### Routed metal per tile, run 1

Scale: 4 px per um. 12 x 15 tiles, from white (low) to dark blue (high), scaled to the fullest tile. Values are wire area over tile area, all layers added.
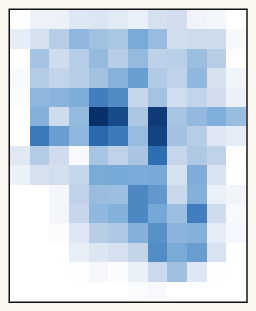
### Close-up of the layout, run 1

Region (15, 7) to (45, 37) um. Cells in gray, sequential cells in the stronger gray; small squares are vias.
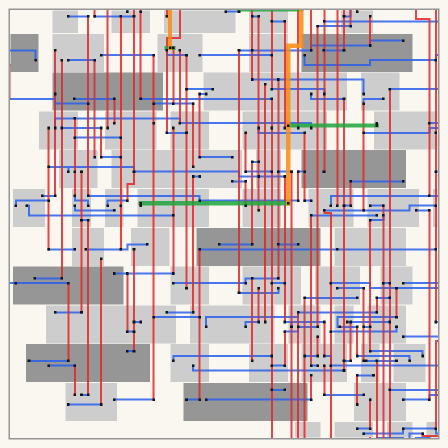
### Routing congestion map, run 1

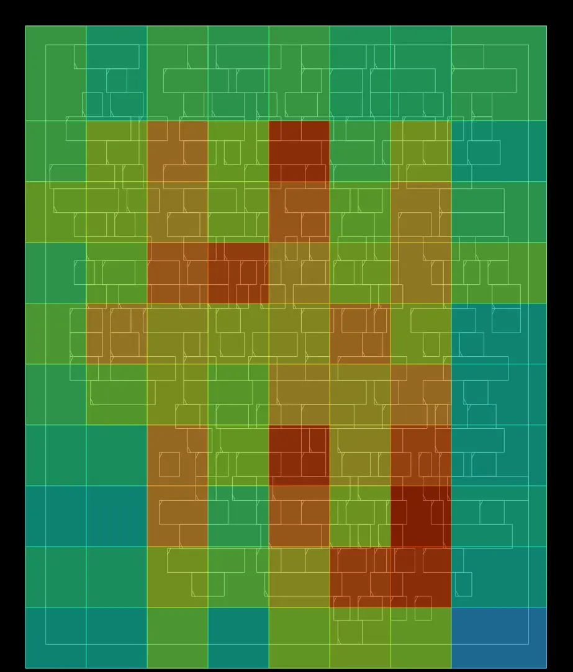
### Gate-type map, run 1

Scale: 8 px per um.
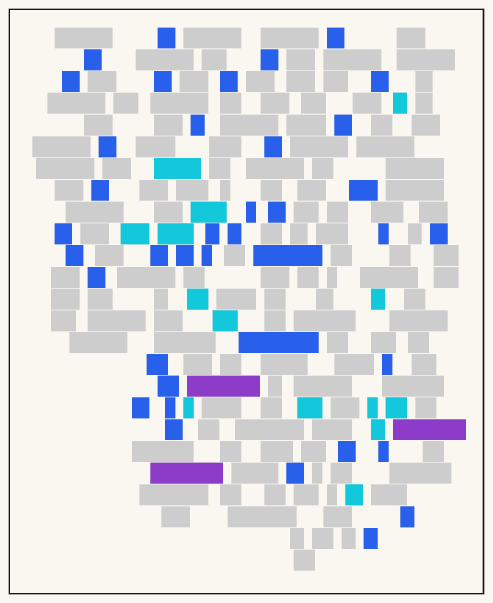
===== config.mk =====
export PLATFORM = sky130hd
export DESIGN_NAME = serial_rx
export DESIGN_NICKNAME = d
export VERILOG_FILES = /design/src/rtl/serial_rx.sv
export SDC_FILE = /design/constraint.sdc
export NUM_CORES = 1
export LEC_CHECK = 0
export CAP_MARGIN = 20
export CELL_PAD_IN_SITES_DETAIL_PLACEMENT = 1
export CELL_PAD_IN_SITES_GLOBAL_PLACEMENT = 1
export CORE_ASPECT_RATIO = 1.25
export CORE_MARGIN = 2
export CORE_UTILIZATION = 38
export DETAILED_ROUTE_END_ITERATION = 10
export PLACE_DENSITY = 0.75
export SYNTH_ARGS = -nofsm -noshare
export SYNTH_HDL_FRONTEND = slang
export SYNTH_SLANG_ARGS = --single-unit
export TNS_END_PERCENT = 20

===== constraint.sdc =====
create_clock -name clk -period 1.5 [get_ports clk]
set_clock_uncertainty 0.2 [all_clocks]
set_input_delay 0.3 -clock clk [delete_from_list [all_inputs] [get_ports clk]]
set_output_delay 0.3 -clock clk [all_outputs]
set_load 0.02 [all_outputs]

===== src/rtl/serial_rx.sv =====
// 8N1 serial receiver with mid-bit sampling, glitch-rejecting start detection
// and a single-entry valid/ready output holding register.
module serial_rx #(
    parameter int CLKS_PER_BIT = 16
) (
    input  logic       clk,
    input  logic       rst,
    input  logic       rx_in,
    input  logic       ready,
    output logic [7:0] data_out,
    output logic       valid,
    output logic       frame_err,
    output logic       overrun
);

    localparam int CW = $clog2(CLKS_PER_BIT);
    localparam logic [CW-1:0] CNT_HALF = CW'(CLKS_PER_BIT / 2 - 1);
    localparam logic [CW-1:0] CNT_LAST = CW'(CLKS_PER_BIT - 1);

    typedef enum logic [1:0] {
        IDLE,
        START,
        DATA,
        STOP
    } state_t;

    state_t        state, state_n;
    logic [CW-1:0] cnt, cnt_n;
    logic [2:0]    bit_idx, bit_idx_n;
    logic [7:0]    shift, shift_n;
    logic          rx_meta, rxs, rxs_d;
    logic          byte_done, stop_bad;

    // Synchronizer and edge history reset to the idle-high line level, so that
    // reset itself never looks like a start bit.
    always_ff @(posedge clk) begin
        if (rst) begin
            rx_meta <= 1'b1;
            rxs     <= 1'b1;
            rxs_d   <= 1'b1;
        end else begin
            // NOTE: non-blocking assignments let every flop sample the pre-edge
            // value of its neighbour; blocking here would collapse the chain.
            rx_meta <= rx_in;
            rxs     <= rx_meta;
            rxs_d   <= rxs;
        end
    end

    always_ff @(posedge clk) begin
        if (rst) begin
            state   <= IDLE;
            cnt     <= '0;
            bit_idx <= '0;
            shift   <= '0;
        end else begin
            state   <= state_n;
            cnt     <= cnt_n;
            bit_idx <= bit_idx_n;
            shift   <= shift_n;
        end
    end

    always_comb begin
        // NOTE: every signal driven here gets a default first; a path that
        // leaves one unassigned would infer a latch.
        state_n   = state;
        cnt_n     = cnt + CW'(1);
        bit_idx_n = bit_idx;
        shift_n   = shift;
        byte_done = 1'b0;
        stop_bad  = 1'b0;

        unique case (state)
            IDLE: begin
                cnt_n = '0;
                // Requiring rxs_d=1 means a line stuck low cannot re-trigger.
                if (!rxs && rxs_d) state_n = START;
            end
            START: begin
                if (cnt == CNT_HALF) begin
                    cnt_n     = '0;
                    bit_idx_n = '0;
                    state_n   = rxs ? IDLE : DATA;
                end
            end
            DATA: begin
                if (cnt == CNT_LAST) begin
                    cnt_n            = '0;
                    shift_n[bit_idx] = rxs;
                    if (bit_idx == 3'd7) state_n = STOP;
                    else                 bit_idx_n = bit_idx + 3'd1;
                end
            end
            STOP: begin
                if (cnt == CNT_LAST) begin
                    cnt_n     = '0;
                    state_n   = IDLE;
                    byte_done = rxs;
                    stop_bad  = !rxs;
                end
            end
            default: state_n = IDLE;
        endcase
    end

    // Output holding register: a completed byte is kept only if the slot is
    // free or being emptied on this same edge; otherwise it is dropped.
    always_ff @(posedge clk) begin
        if (rst) begin
            data_out  <= '0;
            valid     <= 1'b0;
            frame_err <= 1'b0;
            overrun   <= 1'b0;
        end else begin
            frame_err <= stop_bad;
            overrun   <= 1'b0;
            if (byte_done) begin
                if (!valid || ready) begin
                    data_out <= shift;
                    valid    <= 1'b1;
                end else begin
                    overrun <= 1'b1;
                end
            end else if (valid && ready) begin
                valid <= 1'b0;
            end
        end
    end

endmodule

==> run notes, run 1 <==
The synthesis and place-and-route flow finished, so here is a summary.

The detailed router used layers up to and including met4. The post-route core utilization came out at a little over half. The via count of the first global-routing pass is around 1.3k. The initial antenna violation count came out at 0. The most frequent cell after synthesis is dfxtp_1. Yosys reports a chip area of about 1400 um2.

The final setup violation count came out at 6. The largest individual stage delay along the critical path comes from the cell dfxtp_4. The largest buffer count on any clock path is 2.

The relative area of non-clock buffer cells in the final design is about 16%. The total number of placement rows came out at 25. Per Yosys stat, the portion of area used by sequential elements is between 40% and 50%. The number of warnings in the stage logs came out at 29. The type of the worst setup path is flop to flop.

The critical hold path startpoint is rx_meta. The flow ran to the end, but the final reports show violations. The signal on the critical path passes through ha_4, ha_4, nand4bb_4, a21oi_4, mux2i_1. The total power is 1570 uW. The final reports fail on setup timing.

The clock buffer count in the final layout came out at 6. The number of buffers and inverters on the critical path is 0. The cell accounting for the most synthesized area is dfxtp_1. The final hold slack came out at around 0.22 ns. For this run, the number of standard cells in the final layout without fillers is 222. The total negative slack for setup checks is -0.274 ns. The total of cells resized after clock tree synthesis came out at 24. According to the dpl log, the detail-placed design has an HPWL of between 2000 and 3000 um. The final hold violation count recorded for this run is 0. The placed instance count came out at 214. The combinational gate count is just over 100. The count of input and output buffers is 14. The H-tree generated during clock tree synthesis spans 2 levels.

The post-synthesis share of cell area spent on xor and xnor gates is 1.22%. Max fanout on the critical path was recorded as 3. The source-to-sink clock delay at the later pin of the worst-skew pair came out at 0.28 ns. The power report attributes to the clock group a share of 42.7%. The peak per-stage delay on the critical path came out at 0.35 ns. The instance count along the most critical hold path is 1. The clock transition at the registers of the reported paths came out at 0.06 ns. The number of inserted diodes came out at 0. Per the summary, power density relative to cell area is between 700 and 800 nW/um2. The area fraction of the largest cell type after synthesis is a little over two fifths. The DRC violation total after the first TritonRoute iteration is 26. The area growth from synthesis to final layout came out at 37.8%. The count of boundary I/O pins came out at 15. In this run the worst hold path is classified as flop to flop.

The power of the sequential group came out at just over 800 uW. The effective utilization at floorplan came out at between 30% and 40%. The worst path setup slack after routing came out at -0.0777 ns.
-- 'Routed metal per tile' (at the start) --
mean over tiles: 0.13
fullest tile: 0.50
emptiest ninth of the die: lower left

-- 'Close-up of the layout' (at the start) --
legend:
  blue:
    layer: M1
  red:
    layer: M2
  green:
    layer: M3
  orange:
    layer: M4
cells with their middle in the window: 51
most frequent: buf_4 (9), mux2i_1 (5), clkbuf_8 (4)
netlist names of flops here include: bit_idx (3)
sequential cells in the window: 7

-- 'Routing congestion map' (at the start) --
met3 GRT Util: 4.79%
average wire per cell in the routed design: 16.5 um
busiest layer in global routing: met2
global-route usage over all layers: 18.5%
global-route track usage on met1: 20.1%

-- 'Gate-type map' (at the start) --
legend:
  blue:
    family: nand cells
    cells: 39
    where: all over the die
  cyan:
    family: nor cells
    cells: 14
  purple:
    family: fa/ha/maj cells
    cells: 3
combinational share of cell area: 44.3%
highest-count logic cell in the final layout: buf_4

## Run 2: what changed since run 1
- CORE_UTILIZATION: 38 -> 30
- PLACE_DENSITY: 0.75 -> 0.62
- RECOVER_POWER: unset -> 50
==> run 2 against run 1 <==
The flow still finishes with violations (setup timing). Combinational power is 5.5% lower. Clock-buffer cell count is 1 higher. Non-clock buffer count is 1 higher. First-iteration DRC count is 54% higher. Sequential cell count stayed put. Via count is 1.4% lower. Worst setup slack worse by 0.021 ns. Synthesized cell count stayed put. Critical path depth is 1 lower. Die size is 25% higher. Design area is 2.0% higher.
==> run notes, run 2 <==
The synthesis and place-and-route flow finished, so here is a summary.

The run finished, with violations left. The checks that failed: setup timing. The final setup violation count is 10. In this run, power in flip-flops and latches comes to between 800 and 900 uW. The final hold slack came out at 0.219 ns.

The part of the power in the clock network is between 40% and 50%. For the worst min-delay path, the startpoint reported by OpenROAD is rx_meta. Buffers outside the clock tree occupy around 16% of the routed design's cell area. The final tally of hold violations is 0. The type recorded for the worst min-delay path is flop to flop. Setup slack on the critical path of the routed design comes to -0.0983 ns. The depth of the CTS H-tree came out at 2.

The largest buffer count on any clock path came out at 2. In this run the tools logged warnings totalling 29. Per the skew report, the later register of the worst-skew pair sees a clock latency of between 0.2 and 0.3 ns. The number of multi-input combinational cells in the layout is between 100 and 150. For this run, the script counts the antenna cells in the layout as 0. The placed wire-length estimate came out at approximately 2700 um. The largest fanout on the critical path is 5. The area growth from synthesis to final layout is 40.6%.

Of the post-synthesis cell area, the dominant cell type holds between 40% and 50%. The worst setup path is of the flop to flop kind. The post-synthesis share of cell area spent on xor and xnor gates came out at under 10%.
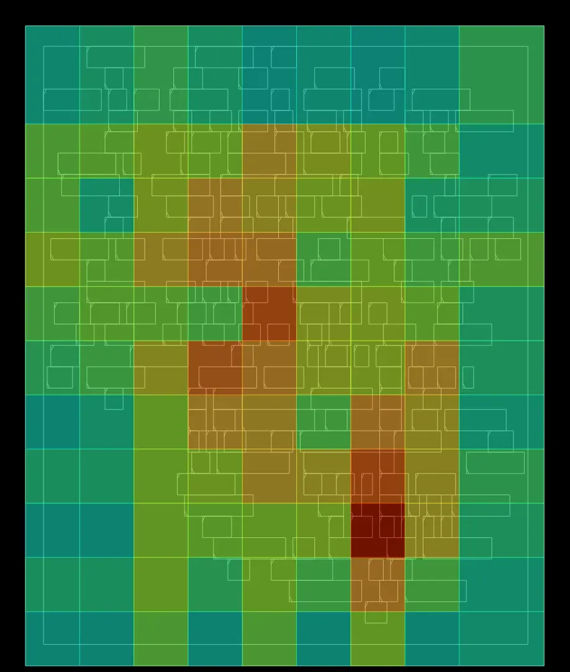
*Routing congestion map, run 2*
global-route usage over all layers: 14.7%
average wire per cell in the routed design: 14.7 um

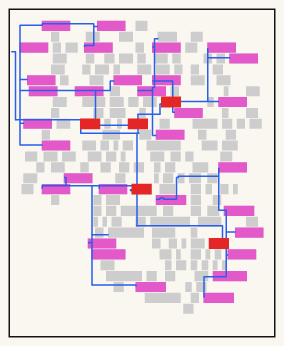
*Routed clock nets over the placement, run 2*
Scale: 4 px per um.
legend:
  magenta:
    item: flip-flops
    count: 31
  blue:
    item: clock wires
    length: 444 um
  red:
    item: clock-net drivers
    count: 5
routed clock nets: 6

Power and IR drop assume default switching activity.
